**src/rtl/stonet_synapse_feeder.sv**
```systemverilog
// stonet_synapse_feeder: per-block sequencer feeding the stochastic hidden neuron.
// It latches the input spike vector, streams 4-lane weight quads from RAM, gates
// each lane by its spike bit, drains the adder pipeline, holds gen_spike, and then
// closes the block with new_block/done.
// Optional feature: define FEEDER_SKIP_ZERO_EN to skip quads whose 4 spikes are all 0.
module stonet_synapse_feeder #(
  parameter int unsigned N_IN         = 196,
  parameter int unsigned AW           = 6,
  parameter int unsigned DRAIN_CYCLES = 5,
  parameter int unsigned GEN_CYCLES   = 3
) (
  input  logic            clk,
  input  logic            reset,
  input  logic            start,
  input  logic [N_IN-1:0] in_spikes,
  output logic            w_ren,
  output logic [AW-1:0]   w_addr,
  input  logic [35:0]     w_rdata,
  output logic [8:0]      weight0,
  output logic [8:0]      weight1,
  output logic [8:0]      weight2,
  output logic [8:0]      weight3,
  output logic            gen_spike,
  output logic            new_block,
  output logic            busy,
  output logic            done
);

  localparam int unsigned QUADS = N_IN / 4;
  localparam int unsigned CMAX  = (DRAIN_CYCLES > GEN_CYCLES) ? DRAIN_CYCLES : GEN_CYCLES;
  localparam int unsigned CW    = (CMAX > 1) ? $clog2(CMAX) : 1;

  typedef enum logic [2:0] {StIdle, StFetch, StDrain, StGen, StClose} state_e;

  state_e          state_q, state_d;
  logic [AW-1:0]   q_q, q_d;
  logic [N_IN-1:0] spk_q, spk_d;
  logic [CW-1:0]   cnt_q, cnt_d;
  logic [3:0]      lane_spk_q;
  logic            lane_vld_q;
  logic [3:0][8:0] wt_q;
  logic [3:0]      spk_slice;

`ifdef FEEDER_SKIP_ZERO_EN
  // Returns {found, index} of the first quad at or after 'from' with any spike set.
  function automatic logic [AW:0] find_nz(input logic [N_IN-1:0] v, input int unsigned from);
    logic [AW:0] r;
    r = '0;
    for (int unsigned i = 0; i < QUADS; i++) begin
      if (!r[AW] && (i >= from) && (v[4*i +: 4] != 4'b0000)) begin
        r = {1'b1, AW'(i)};
      end
    end
    return r;
  endfunction

  logic [AW:0] first_nz;
  logic [AW:0] next_nz;
  assign first_nz = find_nz(in_spikes, 0);
  assign next_nz  = find_nz(spk_q, 32'(q_q) + 32'd1);
`else
  localparam logic [AW-1:0] LastQuad = AW'(QUADS - 1);
`endif

  // Next-state logic for the block sequencer.
  always_comb begin
    state_d = state_q;
    q_d     = q_q;
    spk_d   = spk_q;
    cnt_d   = cnt_q;
    unique case (state_q)
      StIdle: begin
        if (start) begin
          spk_d = in_spikes;
          cnt_d = '0;
`ifdef FEEDER_SKIP_ZERO_EN
          if (first_nz[AW]) begin
            q_d     = first_nz[AW-1:0];
            state_d = StFetch;
          end else begin
            q_d     = '0;
            state_d = StDrain;
          end
`else
          q_d     = '0;
          state_d = StFetch;
`endif
        end
      end
      StFetch: begin
`ifdef FEEDER_SKIP_ZERO_EN
        if (next_nz[AW]) begin
          q_d = next_nz[AW-1:0];
        end else begin
          cnt_d   = '0;
          state_d = StDrain;
        end
`else
        if (q_q == LastQuad) begin
          cnt_d   = '0;
          state_d = StDrain;
        end else begin
          q_d = q_q + 1'b1;
        end
`endif
      end
      StDrain: begin
        if (cnt_q == CW'(DRAIN_CYCLES - 1)) begin
          cnt_d   = '0;
          state_d = StGen;
        end else begin
          cnt_d = cnt_q + 1'b1;
        end
      end
      StGen: begin
        if (cnt_q == CW'(GEN_CYCLES - 1)) begin
          cnt_d   = '0;
          state_d = StClose;
        end else begin
          cnt_d = cnt_q + 1'b1;
        end
      end
      StClose: begin
        state_d = StIdle;
      end
      default: begin
        state_d = StIdle;
      end
    endcase
  end

  // Sequencer state, quad counter, phase counter and latched spikes.
  always_ff @(posedge clk or posedge reset) begin
    if (reset) begin
      state_q <= StIdle;
      q_q     <= '0;
      spk_q   <= '0;
      cnt_q   <= '0;
    end else begin
      state_q <= state_d;
      q_q     <= q_d;
      spk_q   <= spk_d;
      cnt_q   <= cnt_d;
    end
  end

  // Spike bits of the quad being addressed this cycle.
  always_comb begin
    spk_slice = 4'(spk_q >> {q_q, 2'b00});
  end

  // Spike slice is delayed one cycle to line up with w_rdata, then lanes are gated.
  always_ff @(posedge clk or posedge reset) begin
    if (reset) begin
      lane_vld_q <= 1'b0;
      lane_spk_q <= '0;
      wt_q       <= '0;
    end else begin
      lane_vld_q <= w_ren;
      lane_spk_q <= w_ren ? spk_slice : 4'b0000;
      for (int n = 0; n < 4; n++) begin
        wt_q[n] <= (lane_vld_q && lane_spk_q[n]) ? w_rdata[9*n +: 9] : 9'd0;
      end
    end
  end

  // Outputs decoded from the current state.
  always_comb begin
    w_ren     = (state_q == StFetch);
    w_addr    = w_ren ? q_q : '0;
    gen_spike = (state_q == StGen);
    new_block = (state_q == StClose);
    done      = (state_q == StClose);
    busy      = (state_q != StIdle);
  end

  assign weight0 = wt_q[0];
  assign weight1 = wt_q[1];
  assign weight2 = wt_q[2];
  assign weight3 = wt_q[3];

endmodule

```
**config.mk**
```make
export PLATFORM = sky130hd
export DESIGN_NAME = stonet_synapse_feeder
export DESIGN_NICKNAME = d
export VERILOG_FILES = /design/src/rtl/stonet_synapse_feeder.sv
export SDC_FILE = /design/constraint.sdc
export NUM_CORES = 1
export LEC_CHECK = 0
export ABC_AREA = 1
export CORE_ASPECT_RATIO = 2
export CORE_UTILIZATION = 54
export DETAILED_ROUTE_END_ITERATION = 10
export PLACE_DENSITY = 0.86
export SYNTH_ARGS = -nofsm -noshare
export SYNTH_HDL_FRONTEND = slang
export SYNTH_SLANG_ARGS = --single-unit
```
**constraint.sdc**
```tcl
create_clock -name clk -period 16.15 [get_ports clk]
set_clock_uncertainty 0.15 [all_clocks]
set_input_delay 1.615 -clock clk [delete_from_list [all_inputs] [get_ports clk]]
set_output_delay 1.615 -clock clk [all_outputs]
set_load 0.02 [all_outputs]
```
==> CHANGELOG.md <==
## Implementation

- Status: completed
- Fraction of layout instances using a drive strength above 1: 0.03187
- Final critical-path required period: between 4 and 5 ns
- Vias/cell: ~5.2
- Die Ht: approximately 210 um
- Cell area leaders: dfrtp_1, nand2_1, o21ai_0, inv_1, nor2_1
- Port bufs: 281
- Worst endpoint required time: 14.39 ns
- Clock sinks: between 200 and 250
- Post-CTS Hold Buffers: 0
- First-pass GRT wire length: around 52 mm
- Cell area after synthesis: roughly 12000 um2
- CP Launch Point: state_q[2]
- Crit path arrival time: around 2.7 ns
- Final Hold Vio Count: 0
- RSZ-0062 raised after global routing: no
- Initial antenna violation count: 2
- Area leader share: 0.5412
- Deepest clock path buffer count: 3
- Maximum vdd drop: 0.0001227 V
- Logic area: around 4300 um2
- Warnings, synthesis: 0
- Maxcap violations: 0
- Vias in the first global route: about 11k
- Syn Nets: between 1.5k and 2k
- Post-route setup TNS: 0 ns
- Total track usage: 0.3014
- Root Buffer: clkbuf_16
- Die Size: 21940 um2
- Drt drc: 0
- Final setup viols: 0
- Ports: approximately 280
- Basic Gates by Area: 0.2817
- Hold path startpoint: spk_q[63]
- Top non-seq family: simple AND/OR/NAND/NOR gates
- Largest net degree at the start of global routing: 208
- Leak: 7.519 nW
- First-pass DRT Iterations: 6
- Mux area share: 0
- YS chip area: approximately 12000 um2
- Syn_area_per_cell: between 7 and 8 um2
- Post-route ant nets: 0
- Cell type with the largest total area: dfrtp_1
- Worst hold-check path type: register to register
- Relative slew slack: 0.2953
- Synth Instances: ~1.5k
- Hpwl dp: 21.92 mm
- Insertion Delay late pin: just over 0.5 ns
- Final period utilization: 0.2783
- Num CTS Buffers: 22
-- critical path: stages (launching register included) --
cell,delay [ns]
dfrtp_1,0.48
nor3_4,0.41
inv_1,0.27
nor2_1,0.35
clkdlybuf4s50_1,0.71
-- flip-flops by register name, indices dropped and copies added, names as in the netlist --
| name | cells |
|---|---|
| q_q | 6 |
| lane_spk_q | 4 |
| lane_vld_q | 1 |
| weight1 | 9 |
| weight0 | 9 |
| cnt_q | 3 |
| weight3 | 9 |
| state_q | 3 |
| spk_q | 196 |
| weight2 | 9 |
-- power by group --
| group | internal, mW | total, mW | switching, mW |
|---|---|---|---|
| clock network | 0.321 | 0.551 | 0.230 |
| registers | 0.880 | 0.997 | 0.117 |
| logic | 0.330 | 0.940 | 0.610 |
| total | 1.53 | 2.49 | 0.956 |
-- final timing paths --
| kind | cells after the start | end | slack (ns) |
|---|---|---|---|
| setup / recovery | 4 | w_addr[5] | 11.66 |
| hold / removal | 2 | spk_q[63] | 0.33 |
| max in group asynchronous | 3 | weight3[1] | 12.76 |
| min in group asynchronous | 2 | spk_q[47] | 1.54 |
| hold reg to reg | 2 | spk_q[63] | 0.33 |
| setup reg to reg | 5 | spk_q[118] | 12.99 |
-- stage by stage --
step | instance area (um2) | setup slack, ns | instances | hold slack (ns) | util
floorplan | 11510 | 7.542 | 1509 | 0.2936 | -
global route | 15110 | 11.52 | 2028 | 0.3458 | 0.7221
CTS | 15110 | 11.66 | 2026 | 0.3321 | 0.7219
finish | 15110 | 11.66 | 2028 | 0.3320 | 0.7221
detailed placement | 14350 | 11.45 | 1987 | 0.3121 | 0.6858
global placement | 14350 | 11.60 | 1987 | 0.3076 | 0.6858
-- per-layer routing --
| layer | track usage | up-vias | part of all wire |
|---|---|---|---|
| li1 | - | 5065 | - |
| met1 | 0.3405 | 4915 | 0.35 |
| met2 | 0.5209 | 427 | 0.52 |
| met3 | 0.02914 | 130 | 0.052 |
| met4 | 0.2273 | 0 | 0.081 |
| met5 | 0 | - | 0 |
-- synthesized netlist by cell type, drive strengths merged --
cell type,count
nand2,646
dfrtp,249
inv,161
o21ai,144
nor2,114
nand3,62
buf,59
a21oi,27
clkbuf,21
o211ai,11
ha,6
nor3,4
clkinv,1
nand4,1
nor3b,1
o22ai,1
xnor2,1
-- layout make-up --
| cell class | instances | share of cell area |
|---|---|---|
| timing repair buffer | 289 | 0.1901 |
| clock buffer | 35 | 0.04504 |
| sequential | 249 | 0.4127 |
| multi-input combinational | 1018 | 0.2834 |
| antenna | 2 | 0.0003312 |
| tap | 269 | 0.02227 |
| clock inverter | 4 | 0.004885 |
| inverter | 162 | 0.04124 |
-- logic make-up (layout without fill, tap and decap cells) --
logic type	after synthesis	in the layout
XOR/XNOR	1	1
other	0	2
AND-OR/OR-AND	183	183
AND/OR/NAND/NOR	828	828
buffers and inverters	242	490
flip-flops	249	249
adder cells (fa/ha/maj)	6	6
placement_by_type.png
(2 px per um)
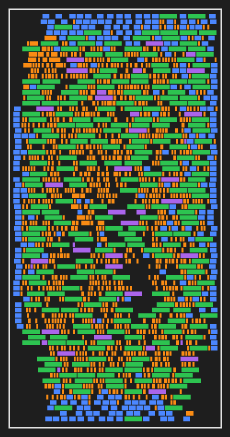
sequential cells -> green  # cells 249, share of their area 42%
combinational and other logic -> orange  # cells 1180, share of their area 33%
clock drivers and dummy loads -> purple  # cells 39, share of their area 5.1%
remaining buffers and delay cells -> blue  # cells 289, share of their area 19%
fraction of area in registers: 0.4127
# rows: 75
design area: 15110 um2
core area: 20930 um2
Finished Core Util: 0.7221

placement.png
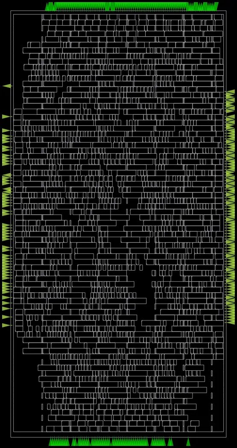
Tapcells: 269
FFs & Latches: 249
Final Non-Filler Cells: 2028

cell_density.png
(2 px per um) The die is cut into 11 by 21 equal tiles; dark blue is low, red is high, 0 to 100% covered.
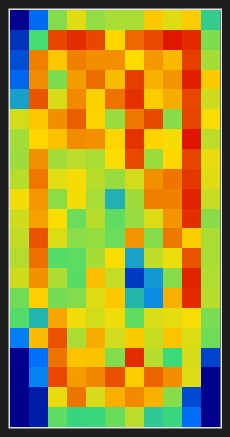
tiles over 75% full = 43%
fullest tile = 98%
mean over tiles = 67%
nearly empty tiles = 3.5%
floorplan core density: 0.5501

layer_met1.png
(3 px per um) Supply wires on this layer in gray.
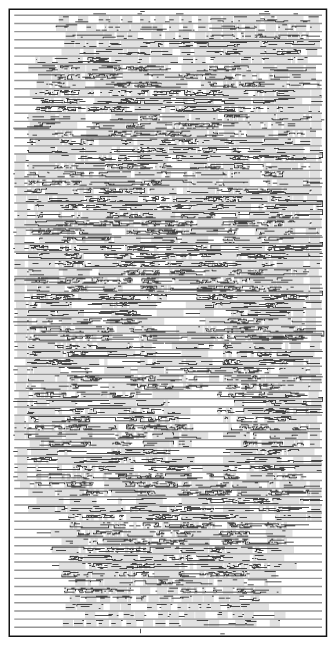
main direction = horizontal
share of all routed wire = 35%
wire length on this layer = 11400 um
WL final: 32.34 mm
M1 GR Usage: 0.3405

Power and IR drop assume default switching activity.
